Design scan_sequencer_4bit, sky130hd; sources not shown.
Figure 1. Selected gate families (run 1).
Bar = 20 µm.
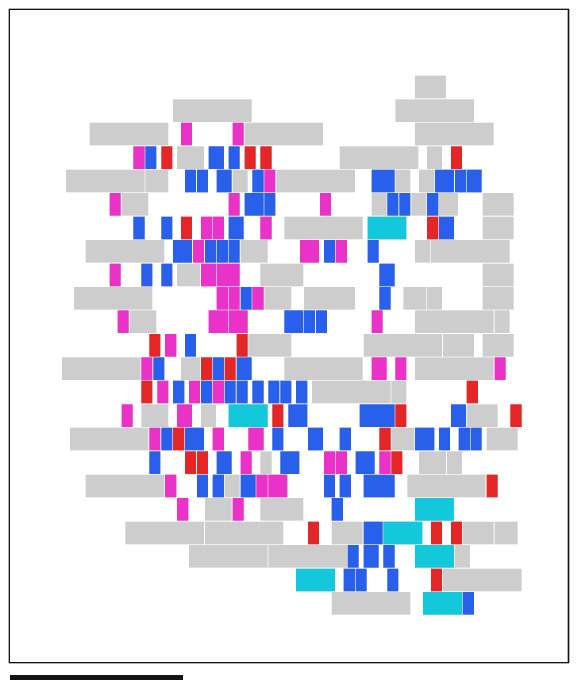
[red] inv cells | cells: 25
[magenta] nor cells | cells: 45
[blue] nand cells | cells: 77
[cyan] fa/ha/maj cells | cells: 7
fraction of area in multi-input gates: 45.6%
fin cells: 263
most used logic cell in the final layout: nand2_1

Figure 2. Track usage over the die (run 1).
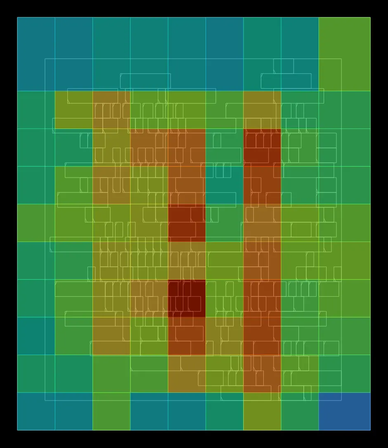
Layout Utilization: 53.0%
GR Layer Usage met1: 18.1%

Figure 3. Zoomed window (run 1).
Bar = 10 µm. Window x 25 to 65, y 0 to 40 µm. Cells in grey, sequential cells in the stronger grey; small squares are vias.
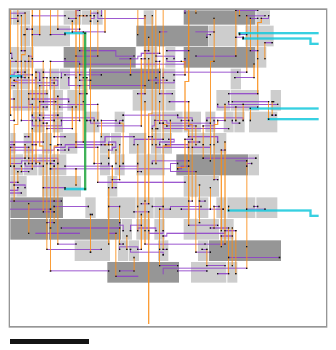
[cyan] M3
[orange] M2
[green] M4
[purple] M1
cells with their middle in the window: 95
most frequent: nand2_1 (22), inv_1 (13), dfrtp_1 (11)
sequential cells in the window: 11

Figure 4. M1 wires (run 1).
Bar = 20 µm. Supply wires on this layer in grey.
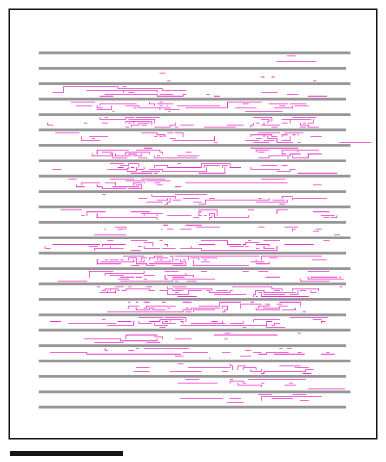
nets with wire on the layer: 216
longest straight run: 17.9 µm
share of all routed wire: 46%
main direction: horizontal
wire length on this layer: 1,440 µm
Routed WL: 3140 µm
vias: 1,383

==> results.json, run 1 <==
{
  "cts_tree": "yes",
  "peakVddDrop_uv": 283,
  "rsz0062_at_grt": "no",
  "fin_skew_ns": 0.00568,
  "status": "finished clean",
  "chipWidth_um": 64.7,
  "period_minus_slack_ns": 1.71,
  "synth_cells": 212,
  "startpoint_type": "flop",
  "cp_slowest_stage_delay_ns": 0.41,
  "firstDrtPassIters": 4,
  "via_per_inst": 5.26,
  "min-delay-path-class": "flop to flop",
  "clk_latency_ns": 0.27,
  "slowest_stage": "dfrtp_1",
  "cts_sinks": 27,
  "powerDensity_nw_per_um2": 917,
  "synthFlopType": "dfrtp_1",
  "io_buffer_count": 11,
  "comb_cells": 158,
  "hpwl_um": 2360,
  "finalSetupViolCount": 0,
  "flop-count": 27,
  "leakagePower_uw": 0.000821,
  "path_clk_slew_ns": 0.09,
  "setup_tns_ns": 0,
  "xor_share_pct": 3.80,
  "ys_area_um2": 1610,
  "hold_viol": 0,
  "final_area_um2": 1800,
  "drv_slew": 0
}
[run 1: where the power goes]
group	switching, µW	total (µW)	internal (µW)
combinational	465	712	247
clock	156	291	134
sequential	56.4	647	591
[run 1: metal layers]
layer	wire, µm	global-route usage [%]	share of wire [%]
met3	107	3.10	3.4
met2	1560	27.8	50
met1	1440	18.1	46
met4	41	6.57	1.3
met5	0	0	0
[run 1: cells by family (layout without fill, tap and decap cells)]
family | Yosys count | in the layout
AND-OR/OR-AND | 21 | 21
XOR/XNOR | 7 | 7
adder cells (fa/ha/maj) | 7 | 7
buffers and inverters | 27 | 41
flip-flops | 27 | 27
AND/OR/NAND/NOR | 123 | 123
Figure 5. M3 wires (run 1).
Bar = 20 µm.
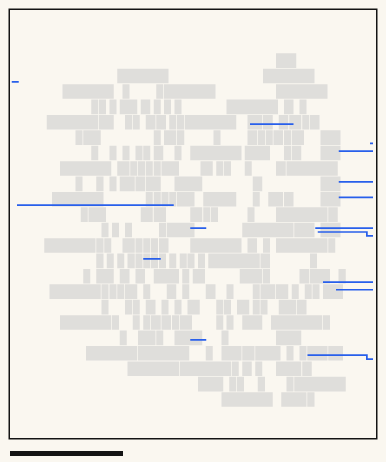

==> run 2, diff against run 1 <==
- ABC_CLOCK_PERIOD_IN_PS: 2130 -> 1600
- clock period: 2.13 -> 1.6 ns (I/O delays scaled with it)
Figure 6. M3 wires (run 2).
Bar = 20 µm.
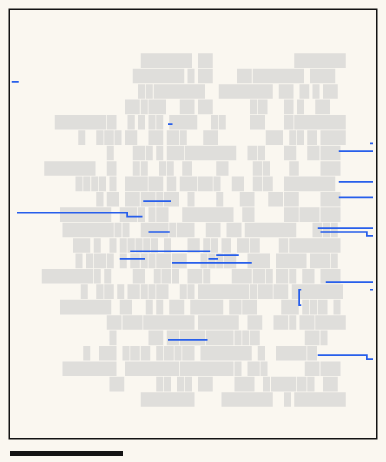
longest straight run: 19.3 µm
share of all routed wire: 3.7%
main direction: horizontal
nets with wire on the layer: 18
vias: 1,499
Routed WL: 3620 µm

==> results.json, run 2 <==
{
  "setup_tns_ns": 0,
  "slowest_stage": "dfrtp_1",
  "status": "finished clean",
  "p_comb_share_pct": 53.4,
  "synth_cells": 212,
  "maxPowerGroup": "combinational cells",
  "cp_slowest_stage_delay_ns": 0.44,
  "rsz0062_at_grt": "yes",
  "drv_slew": 0,
  "firstDrtPassIters": 5,
  "p_comb_uw": 1460,
  "p_switching_uw": 1060,
  "path_clk_slew_ns": 0.09,
  "comb_cells": 158,
  "period_minus_slack_ns": 1.56,
  "p_int_uw": 1670,
  "pg_clk_uw": 404,
  "hpwl_um": 2630,
  "chipWidth_um": 64.7,
  "ys_area_um2": 1610,
  "via_per_inst": 5.05,
  "flop-count": 27,
  "final_common_cell": "nand2_1",
  "p_clk_share_pct": 14.8,
  "powerDensity_nw_per_um2": 1280,
  "fin_util_pct": 62.7,
  "synthFlopType": "dfrtp_1",
  "fin_skew_ns": 0.00463,
  "powerSeq_uw": 869,
  "finalSetupViolCount": 0,
  "hold_viol": 0,
  "clk_latency_ns": 0.28,
  "startpoint_type": "flop",
  "swShare_pct": 38.9,
  "xor_share_pct": 3.80,
  "leakagePower_uw": 0.00101,
  "cts_sinks": 27
}
## run 2: cell count changes in the layout (fill, tap and decap cells not counted), moves of 2 or more
cell,before,now
buf_4,1,34
nand2_1,52,45
nand2_2,2,9
dfrtp_1,27,22
dfrtp_2,0,5
ha_1,7,3
inv_1,25,21
inv_2,0,4
ha_2,0,3
nor2_1,36,33
clkdlybuf4s50_1,11,9
nor2_2,4,6
## run 2: layer usage
layer	share of wire (%)	up-vias	global-route usage, %
met5	0	-	0
met4	1.7	0	7.04
met2	50	28	30.0
met3	3.7	5	2.65
met1	44	697	17.8
li1	-	769	-
## run 2: through the flow
stage               hold WS, ns  cells  setup WS, ns
floorplan                0.0244    212         0.133
global placement          0.464    285        -0.169
detailed placement        0.468    285        -0.193
CTS                       0.425    289       0.00669
global route              0.433    297       -0.0610
finish                    0.410    297        0.0432
Power is estimated from default activity; no workload was simulated.
